### src/rtl/seestuff_arb_pkg.sv
// seestuff_arb shared types: arbiter state, burst limit, grant index.
package seestuff_arb_pkg;

  typedef enum logic {
    IDLE,
    BUSY
  } arbState_t;

  // Widest burst the 4-bit burst counter can represent.
  localparam int BURST_LIMIT = 15;

  typedef logic [1:0] grantIdx_t;

endpackage

### src/rtl/seestuff_rr_pick.sv
// Round-robin pick: first set request bit after ptr, wrapping back to ptr.
module seestuff_rr_pick
  import seestuff_arb_pkg::*;
#(
  parameter int NUM_REQ = 3
) (
  input  logic [NUM_REQ-1:0] req,
  input  grantIdx_t          ptr,
  output grantIdx_t          idx,
  output logic               found
);

  grantIdx_t cand;

  always_comb begin
    idx   = ptr;
    found = 1'b0;
    cand  = ptr;
    for (int off = 1; off <= NUM_REQ; off++) begin
      cand = grantIdx_t'((int'(ptr) + off) % NUM_REQ);
      if (!found && req[cand]) begin
        found = 1'b1;
        idx   = cand;
      end
    end
  end

endmodule

### src/rtl/seestuff_arb.sv
// seestuff_arb: round-robin burst arbiter onto one registered rdy/vld output.
// Define SEESTUFF_ARB_STATS_EN to add per-requester grant_cnt counters.
module seestuff_arb
  import seestuff_arb_pkg::*;
#(
  parameter int NUM_REQ   = 3,
  parameter int DATA_W    = 5,
  parameter int BURST_MAX = 4
) (
  input  logic                      clk,
  input  logic                      rst,
  input  logic                      en,
  input  logic [NUM_REQ-1:0]        src_vld,
  input  logic [NUM_REQ*DATA_W-1:0] src_data,
  output logic [NUM_REQ-1:0]        src_rdy,
  output logic                      dst_vld,
  output logic [DATA_W-1:0]         dst_data,
  output logic [1:0]                dst_src,
  input  logic                      dst_rdy
`ifdef SEESTUFF_ARB_STATS_EN
  ,
  output logic [NUM_REQ*16-1:0]     grant_cnt
`endif
);

  localparam int BURST_EFF =
    (BURST_MAX > BURST_LIMIT) ? BURST_LIMIT : BURST_MAX;

  arbState_t  state, stateNxt;
  grantIdx_t  grant, grantNxt, pickIdx;
  logic [3:0] burstCnt, burstNxt;
  logic       accept, atLimit, fire;
  logic       anyVld, pickFound;

  logic [DATA_W-1:0] srcWord [NUM_REQ];

  for (genvar i = 0; i < NUM_REQ; i++) begin : g_word
    assign srcWord[i] = src_data[i*DATA_W +: DATA_W];
  end

  assign accept  = !dst_vld || dst_rdy;
  assign anyVld  = |src_vld;
  assign atLimit = (burstCnt == 4'(BURST_EFF));
  assign fire    = |(src_rdy & src_vld);

  // A full burst spends one cycle re-arbitrating with src_rdy low.
  always_comb begin
    src_rdy = '0;
    if (state == BUSY && en && accept && !atLimit)
      src_rdy[grant] = 1'b1;
  end

  seestuff_rr_pick #(
    .NUM_REQ (NUM_REQ)
  ) u_pick (
    .req   (src_vld),
    .ptr   (grant),
    .idx   (pickIdx),
    .found (pickFound)
  );

  always_comb begin
    stateNxt = state;
    grantNxt = grant;
    burstNxt = burstCnt;
    unique case (state)
      IDLE: begin
        if (en && anyVld) begin
          stateNxt = BUSY;
          grantNxt = pickIdx;
          burstNxt = '0;
        end
      end
      BUSY: begin
        if (!en) begin
          stateNxt = IDLE;
          burstNxt = '0;
        end else if (atLimit || (accept && !src_vld[grant])) begin
          burstNxt = '0;
          if (pickFound) grantNxt = pickIdx;
          else           stateNxt = IDLE;
        end else if (fire) begin
          burstNxt = burstCnt + 4'd1;
        end
      end
      default: stateNxt = IDLE;
    endcase
  end

  always_ff @(posedge clk or posedge rst) begin
    if (rst) begin
      state    <= IDLE;
      grant    <= grantIdx_t'(NUM_REQ - 1);
      burstCnt <= '0;
    end else begin
      state    <= stateNxt;
      grant    <= grantNxt;
      burstCnt <= burstNxt;
    end
  end

  always_ff @(posedge clk or posedge rst) begin
    if (rst) begin
      dst_vld  <= 1'b0;
      dst_data <= '0;
      dst_src  <= '0;
    end else if (fire) begin
      dst_vld  <= 1'b1;
      dst_data <= srcWord[grant];
      dst_src  <= grant;
    end else if (dst_rdy) begin
      dst_vld  <= 1'b0;
    end
  end

`ifdef SEESTUFF_ARB_STATS_EN
  for (genvar i = 0; i < NUM_REQ; i++) begin : g_stat
    always_ff @(posedge clk or posedge rst) begin
      if (rst)
        grant_cnt[i*16 +: 16] <= '0;
      else if (fire && grant == grantIdx_t'(i) &&
               grant_cnt[i*16 +: 16] != 16'hFFFF)
        grant_cnt[i*16 +: 16] <= grant_cnt[i*16 +: 16] + 16'd1;
    end
  end
`endif

endmodule

### config.mk
export PLATFORM = sky130hd
export DESIGN_NAME = seestuff_arb
export DESIGN_NICKNAME = d
export VERILOG_FILES = /design/src/rtl/seestuff_arb_pkg.sv /design/src/rtl/seestuff_rr_pick.sv /design/src/rtl/seestuff_arb.sv
export SDC_FILE = /design/constraint.sdc
export NUM_CORES = 1
export LEC_CHECK = 0
export CORE_MARGIN = 5
export CORE_UTILIZATION = 35
export DETAILED_ROUTE_END_ITERATION = 7
export GPL_TIMING_DRIVEN = 1
export MAX_ROUTING_LAYER = met4
export SLEW_MARGIN = 20
export SYNTH_ARGS = -nofsm -noshare
export SYNTH_HDL_FRONTEND = slang
export SYNTH_SLANG_ARGS = --single-unit
### constraint.sdc
create_clock -name clk -period 3.8 [get_ports clk]
set_clock_uncertainty 0.15 [all_clocks]
set_input_delay 0.38 -clock clk [delete_from_list [all_inputs] [get_ports clk]]
set_output_delay 0.38 -clock clk [all_outputs]
set_load 0.005 [all_outputs]
### Signal wires on met1

Drawn at 8 px/µm. Supply wires on this layer in gray.
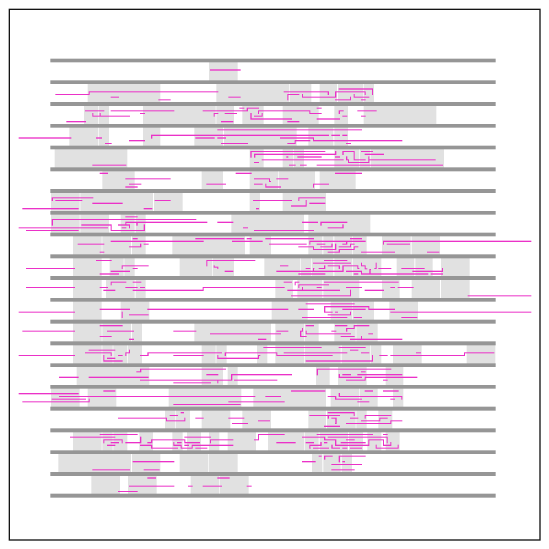
nets with wire on the layer: 157
wire length on this layer: 1210 µm
main direction: horizontal
share of all routed wire: 46%
longest straight run: 24.4 µm
total number of vias: 990
aggregate routed wire length: 2660 µm
grt met1 use: 16.7%

### M3 wires

Drawn at 6 px/µm.
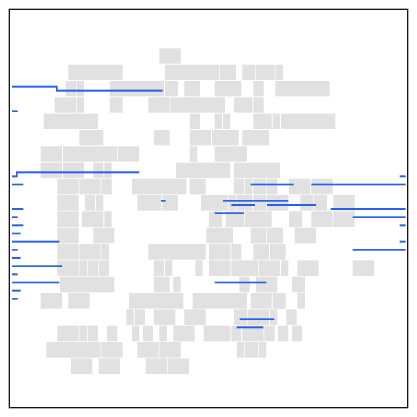
longest straight run: 20.2 µm
main direction: horizontal
met3 capacity usage during global routing: 3.40%

==> run notes <==
For reference, the top cells by count after synthesis are sky130_fd_sc_hd__dfrtp_1 (14), sky130_fd_sc_hd__nor2_1 (13), sky130_fd_sc_hd__a21oi_1 (12), sky130_fd_sc_hd__mux2i_1 (12), sky130_fd_sc_hd__inv_1 (8). The tools report the worst-skew pair later-pin latency as 0.28 ns. TritonCTS built the clock tree. The worst setup path startpoint was grant[0]. The path category of the worst min-delay check is input port to async pin.

Counting the inverters off the clock network in the layout gives 8. The post-synthesis register bit count was 15. The kind of cell with the highest combined delay along the critical path is simple AND/OR/NAND/NOR gates. The final power report lists total power as 0.00100 W.

After legalization and detailed placement, the total HPWL measured 2050 µm. The clock share of power was 9.2%. The highest metal layer carrying signal wires in the routed design is met4. The Yosys step of the flow raised 0 warnings. All stages included, the depth of the critical timing path comes to 7. The run gives 149 as the net count entering floorplan.

The fraction of registers with async set/reset was 100%. In this run the tools logged warnings totalling 31. The average routed wire per standard cell works out to 13.7 µm.

In the layout the commonest cells are sky130_fd_sc_hd__clkdlybuf4s50_1 (32), sky130_fd_sc_hd__dfrtp_1 (14), sky130_fd_sc_hd__nor2_1 (13), sky130_fd_sc_hd__a21oi_1 (12), sky130_fd_sc_hd__mux2i_1 (12). The run gives 0.368 GHz as the highest clock rate. Global-route wire length before repair: 4580 µm. STA lists the maximum fanout along the critical path as 18. The worst setup path is captured at a register.

Net switching is 41.8% of the power. Clock buffers in the final layout number 3. The number of cells reported by Yosys stat comes to 120. For the part of the power in registers, the log shows 29.3%. The design received a total of 44 well taps at floorplan.

The run gives 7.94% for the area fraction in full adders, half adders and majority gates. The most common cell in the synthesized netlist is sky130_fd_sc_hd__dfrtp_1. The power report lists cell-internal power as 0.000583 W. The endpoint of the most critical register-to-register path is burstCnt[3]. Summed over its instances, the top area cell type makes up 31.7% of the synthesized netlist area.

There are 15 flip-flops and latches. According to the I/O placement log, the pin count is 33. The sequential cell area is 377 µm², and the critical path's largest stage delay is 0.67 ns. The share of total power dissipated in combinational logic is 61.5%.

The maximum level of the CTS H-tree was 1; the starting utilization of the core area was 36.4%. The group with the largest share of power was combinational cells. The synthesized netlist contains 35 unique library cells. Biggest area consumer among synthesized cells: sky130_fd_sc_hd__dfrtp_1. The run gives 0.000617 W as the power in combinational cells.

With the met2 capacity usage during global routing at 21.7%, the detailed route wirelength on metal3 is 180 µm. The average cell area after synthesis is 9.20 µm², and the share of the final layout cell area in multi-input gates is 45.0%. For the number of buffers created by CTS, the log shows 3.

The post-CTS clock slew at the launch and capture registers of the worst setup and hold paths is 0.10 ns. The post-synthesis mux area share works out to 14.3%. Yosys attributes the largest share of cell area to sky130_fd_sc_hd__dfrtp_1 (32%), sky130_fd_sc_hd__mux2i_1 (11%), sky130_fd_sc_hd__ha_1 (7.9%).

Of the cells placed in the final design, the portion with a size suffix greater than 1 is 7.95%. The ratio of final minimum period to clock period was 71.5%; the final setup TNS was 0 ns. The power density of the placed cells was 680 nW/µm²; the leakage dissipation was 0.638 nW.

The cell count after synthesis came out at 120. The run gives 0 for the number of diodes added for antenna fixing. The cell-mix breakdown from Yosys lists the compound-gate area share as 18.9%. From synthesis to final layout, the design area changed by 33.4%. Port buffer count: 32. For the clock group, total power comes out at 0.0000919 W. Setup repair after global routing left no endpoint under its margin. Grouping non-sequential cells by family puts the most area in AND-OR/OR-AND gates.

The area of combinational cells with multiple inputs is 663 µm². The number of gates resized after CTS was 0. Worst reg2reg path startpoint: grant[0]. Data arrives at the worst endpoint at 2.75 ns. The final timing report lists a hold violation count of 0. The max-slew violation count came out at 0.

The highest-count logic cell in the final layout is sky130_fd_sc_hd__clkdlybuf4s50_1. Before antenna repair, the detailed router went through 4 iterations. The transition at the pin with the smallest max-transition slack came out at 0.858 ns.

According to the floorplan report, the die height is 66.2 µm. The floorplan step defined a die boundary enclosing 4380 µm². The worst-case max-slew headroom was logged as 42.4%. The critical path goes through inv_1 -> ha_1 -> a222oi_1 -> nor4_4 -> and4_1 -> o21ai_1 -> a22o_1.

The floorplan has 20 rows. The register area share after synthesis came out at 34.1%. The tools report the number of violations reported at the end of detailed-routing iteration 0 as 42.

The flow ran to the end, and the final reports show no timing, DRC or antenna violations. The tools report the number of nets still failing antenna checks after routing as 0. For the placer congestion estimate, the log shows 0.900. Per the final report, the share of cell area in clock cells is 1.87%. The worst setup path is launched from a register. The required time reported for the critical path endpoint is 3.83 ns. Once the clock tree was built, the setup fixing pass inserted 0 buffers. The cell group occupying the most layout area was logic gates. The run gives 0 for the number of max-capacitance violations reported.
-- flip-flops by register name, summed over array words and instances, names as in the netlist --
signal	count
dst_vld	1
state	1
dst_src	2
dst_data	5
burstCnt	4
grant	2
-- stage by stage --
| step | hold WS (ns) | utilization, % | std cells | instance area (µm²) | setup WS (ns) |
|---|---|---|---|---|---|
| after detailed placement | 0.371 | 47.7 | 191 | 1450 | 1.01 |
| after floorplan | 0.131 | - | 120 | 1100 | 1.35 |
| after CTS | 0.310 | 48.6 | 195 | 1470 | 1.05 |
| after global placement | 0.357 | 47.7 | 191 | 1450 | 1.02 |
| final | 0.298 | 48.6 | 195 | 1470 | 1.08 |
| after global routing | 0.347 | 48.6 | 195 | 1470 | 0.820 |
Power is estimated from default activity; no workload was simulated.
